[config.mk]
export PLATFORM = sky130hd
export DESIGN_NAME = hazard_scoreboard
export DESIGN_NICKNAME = d
export VERILOG_FILES = /design/src/rtl/hazard_scoreboard.sv
export SDC_FILE = /design/constraint.sdc
export NUM_CORES = 1
export LEC_CHECK = 0
export ABC_CLOCK_PERIOD_IN_PS = 5150
export CAP_MARGIN = 40
export CORE_MARGIN = 8
export CORE_UTILIZATION = 35
export CTS_CLUSTER_DIAMETER = 60
export DETAILED_ROUTE_END_ITERATION = 12
export PLACE_DENSITY = 0.64
export SYNTH_ARGS = -nofsm -noshare
export SYNTH_HDL_FRONTEND = slang
export SYNTH_SLANG_ARGS = --single-unit
[constraint.sdc]
create_clock -name clk -period 5.15 [get_ports clk]
set_input_delay 1.03 -clock clk [delete_from_list [all_inputs] [get_ports clk]]
set_output_delay 1.03 -clock clk [all_outputs]
set_load 0.005 [all_outputs]
[src/rtl/hazard_scoreboard.sv]
// Tuse/Tnew hazard unit beside the D stage: writer scoreboard, forward selects, mult/div busy tracking.
// Optional HAZ_PERF_CNT_EN adds stall_cnt / md_stall_cnt performance counters.
module hazard_scoreboard #(
  parameter int unsigned STAGES   = 3,
  parameter int unsigned AW       = 5,
  parameter int unsigned TW       = 5,
  parameter int unsigned MULT_LAT = 5,
  parameter int unsigned DIV_LAT  = 10,
  parameter int unsigned SELW     = 2
) (
  input  logic            clk,
  input  logic            reset,
  input  logic            d_re_rs,
  input  logic            d_re_rt,
  input  logic [AW-1:0]   d_rs,
  input  logic [AW-1:0]   d_rt,
  input  logic [TW-1:0]   d_tuse_rs,
  input  logic [TW-1:0]   d_tuse_rt,
  input  logic            d_wr,
  input  logic [AW-1:0]   d_wa,
  input  logic [TW-1:0]   d_tnew,
  input  logic            d_md_start,
  input  logic            d_md_div,
  input  logic            d_hilo_use,
  output logic            stall,
  output logic            e_bubble,
  output logic [SELW-1:0] fwd_rs,
  output logic            fwd_rs_rdy,
  output logic [SELW-1:0] fwd_rt,
  output logic            fwd_rt_rdy,
  output logic            md_busy
`ifdef HAZ_PERF_CNT_EN
  ,
  output logic [31:0]     stall_cnt,
  output logic [31:0]     md_stall_cnt
`endif
);

  localparam int unsigned MD_MAX = (MULT_LAT > DIV_LAT) ? MULT_LAT : DIV_LAT;
  localparam int unsigned CW     = $clog2(MD_MAX + 1);

  logic [STAGES:1] valid_q, valid_d;
  logic [AW-1:0]   wa_q   [1:STAGES];
  logic [AW-1:0]   wa_d   [1:STAGES];
  logic [TW-1:0]   tnew_q [1:STAGES];
  logic [TW-1:0]   tnew_d [1:STAGES];
  logic            md_q, md_d;
  logic [CW-1:0]   cnt_q, cnt_d;

  logic            rs_hit, rt_hit, data_stall, md_stall;
  logic [TW-1:0]   rs_tnew, rt_tnew;

  // Scan far-to-near so the nearest matching stage overwrites farther ones.
  always_comb begin
    fwd_rs     = '0;
    fwd_rs_rdy = 1'b0;
    fwd_rt     = '0;
    fwd_rt_rdy = 1'b0;
    rs_hit     = 1'b0;
    rt_hit     = 1'b0;
    rs_tnew    = '0;
    rt_tnew    = '0;
    for (int unsigned k = STAGES; k >= 1; k--) begin
      if (valid_q[k] && wa_q[k] == d_rs && d_rs != '0 && d_re_rs) begin
        fwd_rs     = SELW'(k);
        fwd_rs_rdy = (tnew_q[k] == '0);
        rs_hit     = 1'b1;
        rs_tnew    = tnew_q[k];
      end
      if (valid_q[k] && wa_q[k] == d_rt && d_rt != '0 && d_re_rt) begin
        fwd_rt     = SELW'(k);
        fwd_rt_rdy = (tnew_q[k] == '0);
        rt_hit     = 1'b1;
        rt_tnew    = tnew_q[k];
      end
    end
    md_busy    = (cnt_q != '0);
    data_stall = (rs_hit && rs_tnew > d_tuse_rs) || (rt_hit && rt_tnew > d_tuse_rt);
    md_stall   = d_hilo_use && (md_busy || md_q);
    stall      = data_stall || md_stall;
    e_bubble   = stall;
  end

  always_comb begin
    valid_d   = '0;
    wa_d      = wa_q;
    tnew_d    = tnew_q;
    valid_d[1] = !stall && d_wr && d_wa != '0;
    wa_d[1]    = d_wa;
    tnew_d[1]  = stall ? '0 : d_tnew;
    md_d       = d_md_start && !stall;
    for (int unsigned k = 2; k <= STAGES; k++) begin
      valid_d[k] = valid_q[k-1];
      wa_d[k]    = wa_q[k-1];
      tnew_d[k]  = (tnew_q[k-1] == '0) ? '0 : tnew_q[k-1] - TW'(1);
    end
    // A new issue reloads the counter even on the edge it would have reached zero.
    if (d_md_start && !stall) begin
      cnt_d = d_md_div ? CW'(DIV_LAT) : CW'(MULT_LAT);
    end else if (cnt_q != '0) begin
      cnt_d = cnt_q - CW'(1);
    end else begin
      cnt_d = cnt_q;
    end
  end

  always_ff @(posedge clk) begin
    if (reset) begin
      valid_q <= '0;
      md_q    <= 1'b0;
      cnt_q   <= '0;
      for (int unsigned k = 1; k <= STAGES; k++) begin
        wa_q[k]   <= '0;
        tnew_q[k] <= '0;
      end
    end else begin
      valid_q <= valid_d;
      md_q    <= md_d;
      cnt_q   <= cnt_d;
      wa_q    <= wa_d;
      tnew_q  <= tnew_d;
    end
  end

`ifdef HAZ_PERF_CNT_EN
  logic [31:0] stall_cnt_q, stall_cnt_d;
  logic [31:0] md_stall_cnt_q, md_stall_cnt_d;

  always_comb begin
    stall_cnt_d    = stall ? stall_cnt_q + 32'd1 : stall_cnt_q;
    md_stall_cnt_d = md_stall ? md_stall_cnt_q + 32'd1 : md_stall_cnt_q;
  end

  always_ff @(posedge clk) begin
    if (reset) begin
      stall_cnt_q    <= '0;
      md_stall_cnt_q <= '0;
    end else begin
      stall_cnt_q    <= stall_cnt_d;
      md_stall_cnt_q <= md_stall_cnt_d;
    end
  end

  assign stall_cnt    = stall_cnt_q;
  assign md_stall_cnt = md_stall_cnt_q;
`endif

endmodule
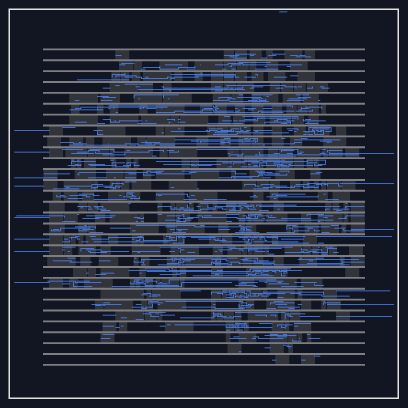
Fig. 1. Met1 routing (run 1).
Scale: 4 px per um. Supply wires on this layer in grey.
longest straight run: 32.2 um
share of all routed wire: 50%
main direction: horizontal
wire length on this layer: 3080 um
nets with wire on the layer: 383
via count: 2134
Final Routed Wirelength: 6120 um
met1 usage: 17.6%

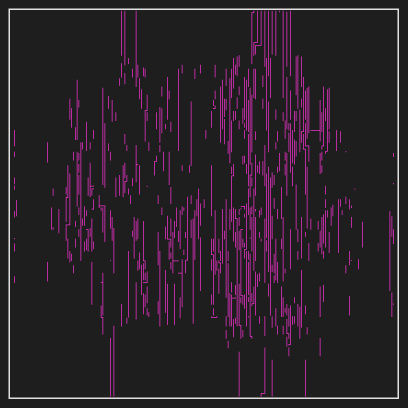
Fig. 2. Metal 2 (run 1).
Scale: 4 px per um.
share of all routed wire: 44%
main direction: vertical
nets with wire on the layer: 333
M2 GR Usage: 19.0%

==> impl_metrics.json, run 1 <==
{
  "cts-htree-levels": 2,
  "p_clk_share_pct": 25.9,
  "regToRegSetupSlack_ps": 1470,
  "grt_util_all_layers_pct": 12.7,
  "hp-class": "flip-flop to flip-flop",
  "num_rows": 29,
  "dpl_cell_area_sq_um": 3070,
  "postSynthAreaPerCell_sq_um": 8.45,
  "p_total_w": 0.000930,
  "io-pin-count": 47,
  "grt_pass1_vias": 2032,
  "fp_util_pct": 36.1,
  "vias_per_cell": 4.89,
  "worstPathArrival_ps": 4000,
  "numPortBuffers": 46,
  "wl_per_cell_um": 14.0,
  "worst_setup_path_start_kind": "primary input",
  "flop_cell": "dfxtp_1",
  "p_per_area_nw_per_um2": 276,
  "fin_crit_ps": 5030,
  "syn_area_sq_um": 2290,
  "final_core_util_pct": 53.0,
  "async_reset_ff_share_pct": 0,
  "chipArea_sq_um": 9390,
  "yosys-stat-cells": 271,
  "ant_nets": 0,
  "power.internal_w": 0.000649,
  "die_height_um": 96.9,
  "clock.fmax_ghz": 0.199,
  "ys_ff": 38,
  "p_leak_nw": 1.50,
  "setup_viol": 0,
  "yosysWarnings": 0,
  "path_max_fanout": 4,
  "edf_count": 0,
  "nNetsFinal": 410,
  "cts_tree": "built",
  "final.setup.tns_ps": 0,
  "routabilityCongestion": 0.850,
  "slew_headroom_pct": 75.4,
  "cts_buffer_depth": 2,
  "numCtsBuffers": 5,
  "insertion_delay_ps": 290,
  "slew_violations": 0,
  "syn_inst": 271,
  "coreArea_sq_um": 6350,
  "period_used_pct": 97.7,
  "synth_area_leader_cell": "dfxtp_1",
  "hold_viol_final": 0,
  "grt-ovfl-total": 0,
  "drive_gt1_share_pct": 22.0,
  "finalClockSkew_ps": 5.13,
  "hpwl_um": 4920,
  "switchingPower_w": 0.000281,
  "cts_sinks": 38,
  "endpoint_kind": "output port",
  "drtIter0Drc": 56,
  "run_status": "finished, final reports clean",
  "ys_seq_share_pct": 33.2,
  "synth.area.top_cells": "dfxtp_1, xnor2_1, ha_1",
  "sequentialPowerShare_pct": 41.4,
  "top_cells_by_count": "dfxtp_1, nor2_1, xnor2_1",
  "critPathLaunch": "d_rt[2]",
  "r2r_start": "wa_d[9]$_SDFF_PP0_",
  "fin_area_sq_um": 3360,
  "grt_max_degree": 21,
  "die_w_um": 96.9,
  "ys_types": 45,
  "num_antenna_cells": 0,
  "crit_type": "primary input to output port",
  "yosys.area.top_type_share_pct": 33.2,
  "tightest_slew_ps": 367,
  "cp.required_ps": 4120,
  "rsz0062_at_grt": "false",
  "sw_frac_of_total_pct": 30.2,
  "warnings": 27,
  "fill_cells": 604,
  "yosys_area_sq_um": 2290,
  "drc_errors": 0,
  "antenna_found_initial": 0,
  "hold_start": "tnew_q[10]$_SDFF_PP0_",
  "cts.reportedPaths.clkPinSlew_ps": 70,
  "maxCapViolations": 0,
  "peakVddDrop_mv": 0.260,
  "comb_power_share_pct": 32.6,
  "area.growth.synth_to_final_pct": 46.9,
  "grt_pass1_wl_um": 9950,
  "syn_nets": 323,
  "cts-root-buf": "clkbuf_8",
  "top_cell": "dfxtp_1",
  "drt_first_pass_iters": 4
}
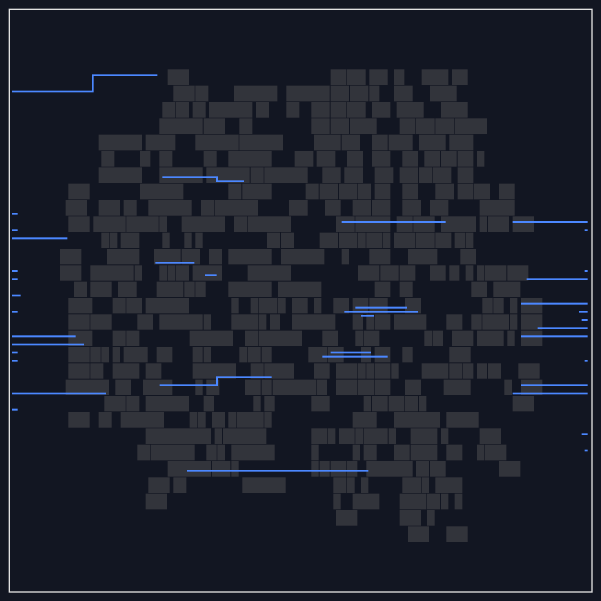
Fig. 3. Met3 routing (run 1).
Scale: 6 px per um.
share of all routed wire: 4.7%
longest straight run: 29.9 um
main direction: horizontal
wire length on this layer: 286 um
nets with wire on the layer: 35
M3 GR Usage: 2.70%

==> run 1: what timing repair did <==
action / CTS / global route
buffers inserted: 2 / 6
endpoints found under the setup margin: 2 / 2
resized: 23 / 24
hold buffers: 0 / 0
pin swaps: 8 / 19
gates cloned: 0 / 0
==> run 1: critical path, cell delays in order <==
cell and delay [ps]:
dlygate4sd2_1 260, or4_4 540, o21ai_4 160, nand4b_1 230, buf_4 170, a31oi_1 80
ha_1 300, a21o_1 160, a21o_1 170, a211o_1 300, o311a_4 130, or3_4 350
buf_6 130
==> run 1: kinds of logic after synthesis <==
family / synth area share [%]
compound gates: 10.6
xor+xnor: 13.0
fa+ha+maj: 7.65
buf+inv: 4.32
flops: 33.2
mux: 2.62
simple gates: 28.6
==> run 1: cell usage in the layout (no fill, tap or decap), drive strengths merged, types with 7 or more instances in the layout <==
cell / instances
nand2: 17
nor2: 30
nor2b: 18
xnor2: 21
dfxtp: 38
ha: 14
nor3: 9
clkdlybuf4s50: 34
inv: 18
clkbuf: 7
xor2: 13
buf: 43
a21oi: 11
==> run 1: registers in the layout, indices dropped and copies added, names as in the netlist <==
name and cells:
cnt_q 4, md_q 1, tnew_q 15, valid_q 3, wa_d 10, wa_q 5
==> run 1: metal layers <==
metal | up-vias | GRT usage [%] | wire [um]
li1 | 1101 | - | -
met1 | 979 | 17.6 | 3080
met2 | 49 | 19.0 | 2700
met3 | 5 | 2.70 | 285
met4 | 0 | 3.91 | 65
met5 | - | 0 | 0
==> run 1: worst paths after layout <==
path,endpoint,cells past startpoint
worst max register to register,cnt_q[0]$_SDFFE_PP0P_,14
worst min-delay path,tnew_q[5]$_SDFF_PP0_,1
worst min register to register,tnew_q[5]$_SDFF_PP0_,1
worst max-delay path,e_bubble,13
==> run 1: area by class of cell <==
type / count / area [sq um] / share of cell area, %
clock buffers: 5 / 68.8 / 2.05
well taps: 77 / 96.3 / 2.86
multi-input cells: 208 / 1550 / 46.1
clock inverters: 3 / 40.0 / 1.19
repair buffers: 87 / 781 / 23.2
inverters: 18 / 67.6 / 2.01
flip-flops and latches: 38 / 761 / 22.6
==> run 1: stage by stage <==
step                      setup slack [ps]  hold WS (ps)  std cells
after floorplan                        231           413        271
final                                  119           442        436
after detailed placement              -552           431        420
after CTS                             8.38           444        430
after global routing                  2.92           469        436
after global placement                -538           423        419
==> run 1: power groups by stage <==
stage | clock (W) | sequential, W | combinational [W]
after floorplan | 0 | 0.000373 | 0.000193
after global placement | 0 | 0.000390 | 0.000288
after detailed placement | 0 | 0.000390 | 0.000295
after CTS | 0.000249 | 0.000383 | 0.000296
after global routing | 0.000260 | 0.000392 | 0.000341
final | 0.000241 | 0.000385 | 0.000304
Fig. 4: run 1, congestion heat map
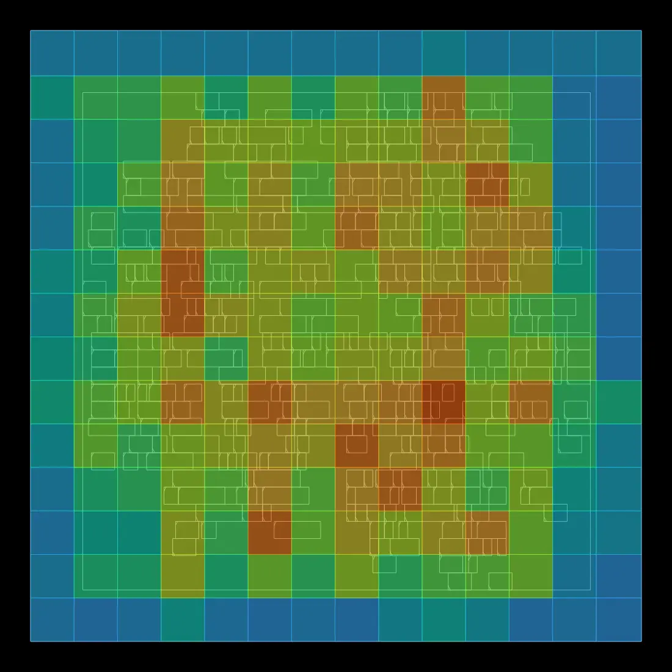

==> run 2: changes to the inputs <==
--- a/config.mk
+++ b/config.mk
@@ -5,13 +5,14 @@
 export SDC_FILE = /design/constraint.sdc
 export NUM_CORES = 1
 export LEC_CHECK = 0
-export ABC_CLOCK_PERIOD_IN_PS = 5150
+export ABC_CLOCK_PERIOD_IN_PS = 5000
 export CAP_MARGIN = 40
 export CORE_MARGIN = 8
 export CORE_UTILIZATION = 35
 export CTS_CLUSTER_DIAMETER = 60
 export DETAILED_ROUTE_END_ITERATION = 12
 export PLACE_DENSITY = 0.64
+export SLEW_MARGIN = 25
 export SYNTH_ARGS = -nofsm -noshare
 export SYNTH_HDL_FRONTEND = slang
 export SYNTH_SLANG_ARGS = --single-unit
==> constraint.sdc (replaced) <==
create_clock -name clk -period 5 [get_ports clk]
set_input_delay 1 -clock clk [delete_from_list [all_inputs] [get_ports clk]]
set_output_delay 1 -clock clk [all_outputs]
set_load 0.005 [all_outputs]
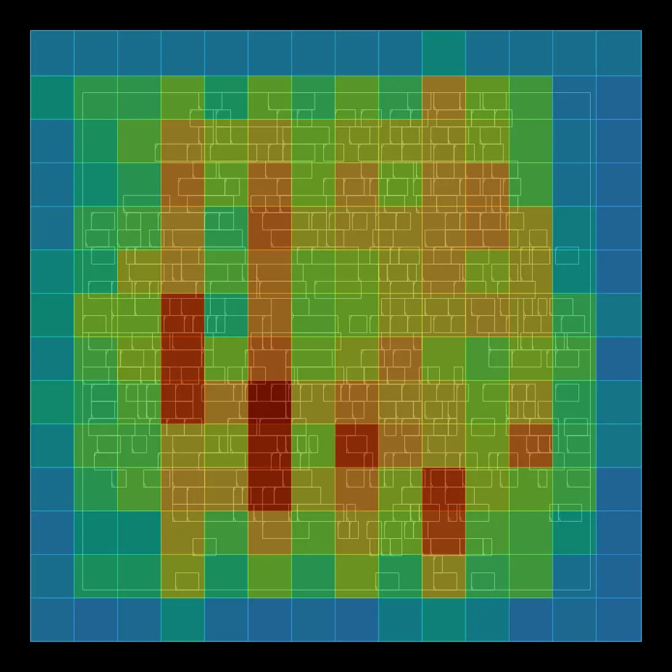
Fig. 5. Congestion heat map (run 2).
fin util: 52.5%
WL per Instance: 14.3 um
M2 GR Usage: 20.3%
GRT Resource Usage Total: 13.3%
global route hottest layer: met2

==> run 2 against run 1 <==
  * Cell area fell by 0.89%
  * Sequential power is 3% higher
  * Clock skew down 0.52 ps
  * Register-to-register slack lost 290 ps
  * Routed wire length grew 1.3%
  * Global-route usage rose by 0.58 points
  * Count of clock-buffer cells in the layout unchanged
==> impl_metrics.json, run 2 <==
{
  "slew_headroom_pct": 76.4,
  "yosys.area.top_type_share_pct": 33.2,
  "numCtsBuffers": 5,
  "clock.fmax_ghz": 0.205,
  "yosys_area_sq_um": 2290,
  "die_height_um": 96.9,
  "min_to": "tnew_q[5]$_SDFF_PP0_",
  "path_common_cell": "a21o_1",
  "nNetsFinal": 407,
  "period_used_pct": 97.6,
  "finalClockSkew_ps": 4.61,
  "p_per_area_nw_per_um2": 305,
  "yosysWarnings": 0,
  "drc_errors": 0,
  "worst_path_max_delay_cell": "or4_4",
  "coreArea_sq_um": 6350,
  "insertion_delay_ps": 290,
  "tightest_slew_ps": 351,
  "regToRegSetupSlack_ps": 1180,
  "rsz0062_at_grt": "true",
  "cp.required_ps": 4000,
  "reg2regPathDepth": 17,
  "numPortBuffers": 46,
  "drtIter0Drc": 55,
  "grt_pass1_vias": 2145,
  "r2r_end": "cnt_q[0]$_SDFFE_PP0P_",
  "synth.area.top_cells": "dfxtp_1, xnor2_1, ha_1",
  "worstPathArrival_ps": 3880,
  "cts-root-buf": "clkbuf_8",
  "layoutNonFillerInstCount": 433,
  "vias_per_cell": 4.92,
  "drt_first_pass_iters": 5,
  "cts.reportedPaths.clkPinSlew_ps": 70,
  "top_cells_by_count": "dfxtp_1, nor2_1, xnor2_1",
  "lay_top_cells": "dfxtp_1, buf_4, clkdlybuf4s50_1",
  "yosys-stat-cells": 271,
  "endpoint_kind": "output port",
  "cts_tree": "built",
  "peakVddDrop_mv": 0.244,
  "hpwl_um": 4920,
  "flop_cell": "dfxtp_1",
  "routabilityCongestion": 0.856,
  "path_max_fanout": 4,
  "grt_max_degree": 22,
  "dpl_cell_area_sq_um": 3060,
  "slew_violations": 0,
  "syn_area_sq_um": 2290,
  "synth_area_leader_cell": "dfxtp_1",
  "regMostFlops": "tnew_q",
  "dp.cells": 418,
  "ant_nets": 0,
  "postSynthAreaPerCell_sq_um": 8.45,
  "hold_start": "tnew_q[10]$_SDFF_PP0_",
  "worst_setup_path_start_kind": "primary input",
  "io-pin-count": 47,
  "fp_util_pct": 36.1,
  "hp-class": "flip-flop to flip-flop",
  "syn_inst": 271,
  "hold_viol_final": 0,
  "num_rows": 29,
  "die_w_um": 96.9,
  "crit_chain": "buf_8 -> or4_4 -> o21ai_4 -> nand4b_1 -> nor2_1 -> a31oi_1 -> ha_1 -> a21o_1 -> a21o_1 -> a211o_1 -> o311a_1 -> or3_4 -> buf_6",
  "cts_buffer_depth": 2,
  "hold_depth": 1,
  "ys_seq_share_pct": 33.2,
  "holdWs_ps": 436,
  "chipArea_sq_um": 9390,
  "cpPeakStageDelay_ps": 540,
  "async_reset_ff_share_pct": 0,
  "cts-htree-levels": 2,
  "fin_crit_ps": 4880,
  "layout_top_cell": "dfxtp_1",
  "largest_register_ffs": 15,
  "num_antenna_cells": 0,
  "maxCapViolations": 0,
  "syn_nets": 323,
  "run_status": "finished, final reports clean",
  "fin_area_sq_um": 3330,
  "cts_sinks": 38,
  "crit_type": "primary input to output port",
  "warnings": 28,
  "drive_gt1_share_pct": 20.8,
  "antenna_found_initial": 0,
  "setup_viol": 0
}
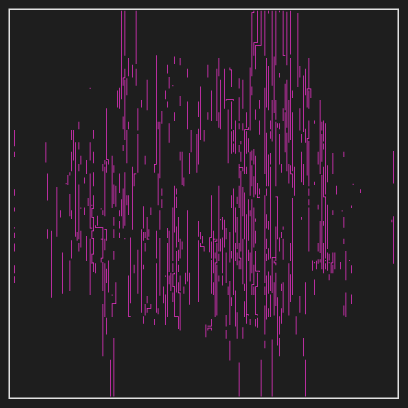
Fig. 6. Metal 2 (run 2).
Scale: 4 px per um.
main direction: vertical
share of all routed wire: 44%
Final Routed Wirelength: 6210 um
via count: 2129

==> run 2: netlist changes by cell type in the layout (fill, tap and decap cells not counted), moves of 2 or more <==
cell	change
clkdlybuf4s15_1	+3
buf_4	-2
clkinv_2	-2
a31oi_1	+2
dlymetal6s2s_1	-5
==> run 2: logic make-up (layout without fill, tap and decap cells) <==
group | Yosys count | in the layout | share of synthesized area (%)
compound gates | 36 | 36 | 10.6
mux | 5 | 5 | 2.62
flops | 38 | 38 | 33.2
xor+xnor | 34 | 34 | 13.0
simple gates | 119 | 119 | 28.6
buf+inv | 25 | 110 | 4.32
fa+ha+maj | 14 | 14 | 7.65
==> run 2: critical path, delay by kind of cell <==
kind	cells	cell delay [ps]
and+or+nand+nor	4	1230
adders and majority gates	1	270
buffers and inverters	2	230
AOI/OAI and AO/OA	6	1130
==> run 2: routing by layer <==
| layer | wire length [um] | global-route usage, % | up-vias |
|---|---|---|---|
| met3 | 322 | 3.34 | 4 |
| met1 | 3060 | 17.3 | 979 |
| met5 | 0 | 0 | - |
| li1 | - | - | 1094 |
| met4 | 82 | 5.44 | 0 |
| met2 | 2740 | 20.3 | 52 |
==> run 2: power breakdown <==
| group | switching (W) | total (W) | internal, W | leakage [nW] |
|---|---|---|---|---|
| logic | 0.000142 | 0.000315 | 0.000173 | 1.10 |
| registers | 0.0000478 | 0.000396 | 0.000348 | 0.313 |
| clock network | 0.000107 | 0.000306 | 0.000200 | 0.0683 |
==> run 2: layout make-up <==
cell class                 instances  area (sq um)
timing repair buffer              84           752
fill                             595          3020
tap                               77          96.3
clock buffer                       5          68.8
inverter                          18          67.6
clock inverter                     3          68.8
multi-input combinational        208          1520
sequential                        38           761
==> run 2: timing repair <==
item | 4_1_cts | 5_1_grt
pin swaps | 16 | 19
hold buffers | 0 | 0
gates resized | 42 | 11
endpoints found under the setup margin | 2 | 2
buffers inserted | 3 | 4
==> run 2: stage by stage <==
stage	setup TNS (ps)	util [%]	power, W	setup WS [ps]
after floorplan	0	-	0.000583	141
after global placement	-1150	47.9	0.000697	-575
after detailed placement	-1280	48.1	0.000702	-640
after CTS	0	51.9	0.00102	0.409
after global routing	-54.0	52.5	0.00109	-27.0
final	0	52.5	0.00102	122
==> run 2: how the worst max path moves through the flow <==
stage	start	end	slack (ps)	depth (start not counted)
2_1_floorplan	d_rt[0]	stall	140	13
3_3_place_gp	d_rt[3]	stall	-580	13
3_5_place_dp	d_rt[3]	e_bubble	-640	13
4_1_cts	d_rt[0]	e_bubble	0.4	13
5_1_grt	d_rt[3]	stall	-30	13
6_report	d_rt[3]	e_bubble	120	13
Fig. 7: run 2, met1 routing
Scale: 4 px per um. Supply wires on this layer in grey.
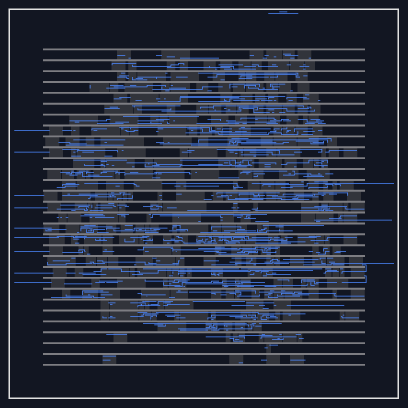

==> run 3: changes to the inputs <==
--- a/config.mk
+++ b/config.mk
@@ -9,9 +9,10 @@
 export CAP_MARGIN = 40
 export CORE_MARGIN = 8
 export CORE_UTILIZATION = 35
-export CTS_CLUSTER_DIAMETER = 60
 export DETAILED_ROUTE_END_ITERATION = 12
 export PLACE_DENSITY = 0.64
+export RECOVER_POWER = 50
+export SKIP_LAST_GASP = 1
 export SLEW_MARGIN = 25
 export SYNTH_ARGS = -nofsm -noshare
 export SYNTH_HDL_FRONTEND = slang
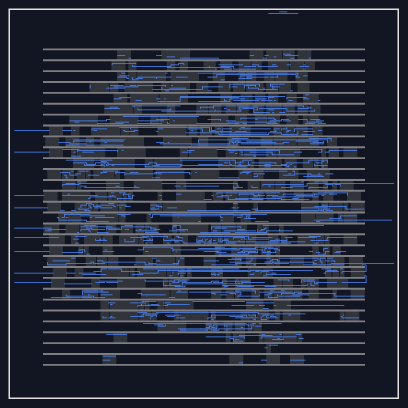
Fig. 8. Met1 routing (run 3).
Scale: 4 px per um. Supply wires on this layer in grey.
longest straight run: 32.2 um
nets with wire on the layer: 370
via count: 2115
met1 usage: 17.3%
Final Routed Wirelength: 6190 um

==> run 3 against run 2 <==
  * Routed wire length fell by 0.31%
  * Global-route usage unchanged
  * Via count is 0.66% lower
  * Flip-flop count is the same
  * Highest routed layer unchanged
  * Critical path depth unchanged
  * Worst hold slack worse by 0.51 ps
  * Largest cell class unchanged
  * Die size is the same
  * Count of clock-buffer cells in the layout is the same
  * Sequential power is essentially flat
  * Area after synthesis did not move
  * Cell area shrank 0.34%
  * Clock skew hardly changed
==> impl_metrics.json, run 3 <==
{
  "path_common_cell": "a21o_1",
  "p_leak_nw": 1.47,
  "cts-htree-levels": 2,
  "worstPathArrival_ps": 3880,
  "cts_sinks": 38,
  "yosys.area.top_type_share_pct": 33.2,
  "cts_tree": "built",
  "grt_use_met2_pct": 20.3,
  "yosysWarnings": 0,
  "cts.reportedPaths.clkPinSlew_ps": 70,
  "nNetsFinal": 407,
  "grt_pass1_vias": 2145,
  "hp-class": "flip-flop to flip-flop",
  "drt_first_pass_iters": 5,
  "syn_nets": 323,
  "area.growth.synth_to_final_pct": 45.1,
  "async_reset_ff_share_pct": 0,
  "layoutNonFillerInstCount": 433,
  "syn_inst": 271,
  "hold_viol_final": 0,
  "synth.area.top_cells": "dfxtp_1, xnor2_1, ha_1",
  "numCtsBuffers": 5,
  "die_w_um": 96.9,
  "sw_frac_of_total_pct": 29.0,
  "postSynthAreaPerCell_sq_um": 8.45,
  "tightest_slew_ps": 829,
  "grt_max_degree": 22,
  "coreArea_sq_um": 6350,
  "wl_per_cell_um": 14.3,
  "fp_util_pct": 36.1,
  "layout_top_cell": "dfxtp_1",
  "vias_per_cell": 4.88,
  "p_per_area_nw_per_um2": 305,
  "edf_count": 0,
  "routabilityCongestion": 0.856,
  "switchingPower_w": 0.000295,
  "cp.required_ps": 4000,
  "syn_area_sq_um": 2290,
  "grt.busiest_layer": "met2",
  "clock.fmax_ghz": 0.205,
  "fill_cells": 597,
  "yosys-stat-cells": 271,
  "drive_gt1_share_pct": 20.5,
  "cts-root-buf": "clkbuf_8",
  "setup_viol": 0,
  "numPortBuffers": 46,
  "grt_util_all_layers_pct": 13.3,
  "rsz0062_at_grt": "true",
  "drc_errors": 0,
  "num_rows": 29,
  "die_height_um": 96.9,
  "worst_path_max_delay_cell": "or4_4",
  "cts.hold.buffers_added": 0,
  "grt-ovfl-total": 0,
  "antenna_found_initial": 0,
  "ys_types": 45,
  "num_antenna_cells": 0,
  "maxCapViolations": 0,
  "largest_register_ffs": 15,
  "path_max_fanout": 4,
  "slew_headroom_pct": 44.7,
  "worst_setup_path_start_kind": "primary input",
  "yosys_area_sq_um": 2290,
  "cp_num_buf_inv": 2,
  "sequentialPowerShare_pct": 39.0,
  "period_used_pct": 97.5,
  "comb_power_share_pct": 30.8,
  "slew_violations": 0,
  "cts_buffer_depth": 2,
  "ys_ff": 38,
  "cpPeakStageDelay_ps": 540,
  "top_cells_by_count": "dfxtp_1, nor2_1, xnor2_1",
  "hpwl_um": 4920,
  "finalClockSkew_ps": 4.27,
  "run_status": "finished, final reports clean",
  "p_clk_share_pct": 30.2,
  "p_total_w": 0.00101,
  "dp.cells": 418,
  "crit_type": "primary input to output port",
  "top_cell": "dfxtp_1",
  "synth_area_leader_cell": "dfxtp_1",
  "lay_top_cells": "dfxtp_1, buf_4, clkdlybuf4s50_1"
}
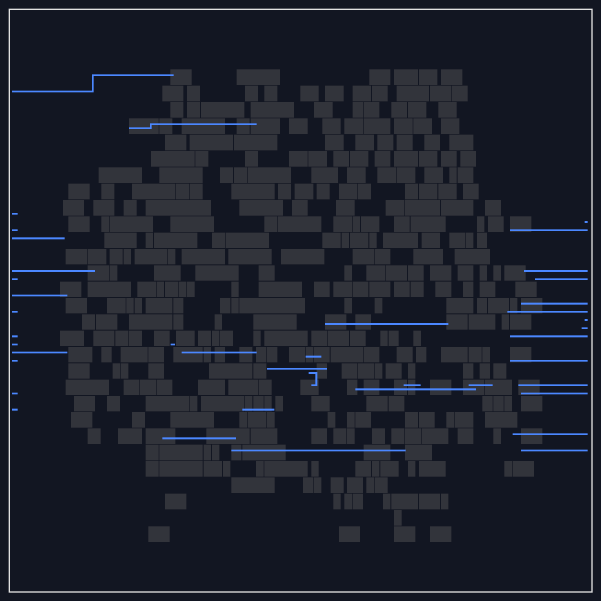
Fig. 9. Met3 routing (run 3).
Scale: 6 px per um.
nets with wire on the layer: 37
wire length on this layer: 345 um
longest straight run: 28.8 um
share of all routed wire: 5.6%
M3 GR Usage: 3.34%

run 3: cell counts after synthesis:
Identical to the previous run, type by type.
run 3: power groups by stage:
stage | clock, W | sequential, W | combinational [W]
2_1_floorplan | 0 | 0.000384 | 0.000199
3_3_place_gp | 0 | 0.000401 | 0.000296
3_5_place_dp | 0 | 0.000401 | 0.000301
4_1_cts | 0.000312 | 0.000395 | 0.000314
5_1_grt | 0.000328 | 0.000403 | 0.000357
6_report | 0.000306 | 0.000396 | 0.000312
run 3: kinds of logic (layout without fill, tap and decap cells):
kind of cell             count (synthesis)  in the layout  share of synthesized area [%]
AND-OR/OR-AND                           36             36                           10.6
flip-flops                              38             38                           33.2
adder cells (fa/ha/maj)                 14             14                           7.65
XOR/XNOR                                34             34                           13.0
multiplexers                             5              5                           2.62
AND/OR/NAND/NOR                        119            119                           28.6
buffers and inverters                   25            110                           4.32
run 3: area by class of cell:
type,count,area [sq um],area share [%]
inverter,18,67.6,2.03
sequential,38,761,22.9
clock inverter,3,68.8,2.07
tap,77,96.3,2.90
timing repair buffer,84,741,22.3
clock buffer,5,68.8,2.07
multi-input combinational,208,1520,45.7
run 3: per-layer routing:
layer,routed length (um),share of wire [%],vias to the layer above
met5,0,0,-
met4,93,1.5,0
met3,344,5.6,6
met2,2710,44,52
met1,3040,49,964
li1,-,-,1093
run 3: final timing paths:
| check | startpoint | end | slack, ps | cells after the start |
|---|---|---|---|---|
| setup reg to reg | wa_d[5]$_SDFF_PP0_ | cnt_q[0]$_SDFFE_PP0P_ | 1180 | 17 |
| hold reg to reg | tnew_q[10]$_SDFF_PP0_ | tnew_q[5]$_SDFF_PP0_ | 440 | 1 |
| hold / removal | tnew_q[10]$_SDFF_PP0_ | tnew_q[5]$_SDFF_PP0_ | 440 | 1 |
| setup / recovery | d_rt[3] | e_bubble | 120 | 13 |
run 3: through the flow:
step	setup slack (ps)	util, %	TNS [ps]	instance area (sq um)	hold slack, ps
after floorplan	141	-	0	2290	413
after global placement	-575	47.9	-1150	3040	423
after detailed placement	-640	48.1	-1280	3060	426
after CTS	0.409	51.9	0	3300	438
after global routing	-27.0	52.3	-54.0	3320	464
final	124	52.3	0	3320	435
run 3: timing repair:
item                                    CTS  global route
buffers inserted                          3             4
pin swaps                                16            19
resized                                  42            11
endpoints found under the setup margin    2             2
Power and IR drop assume default switching activity.
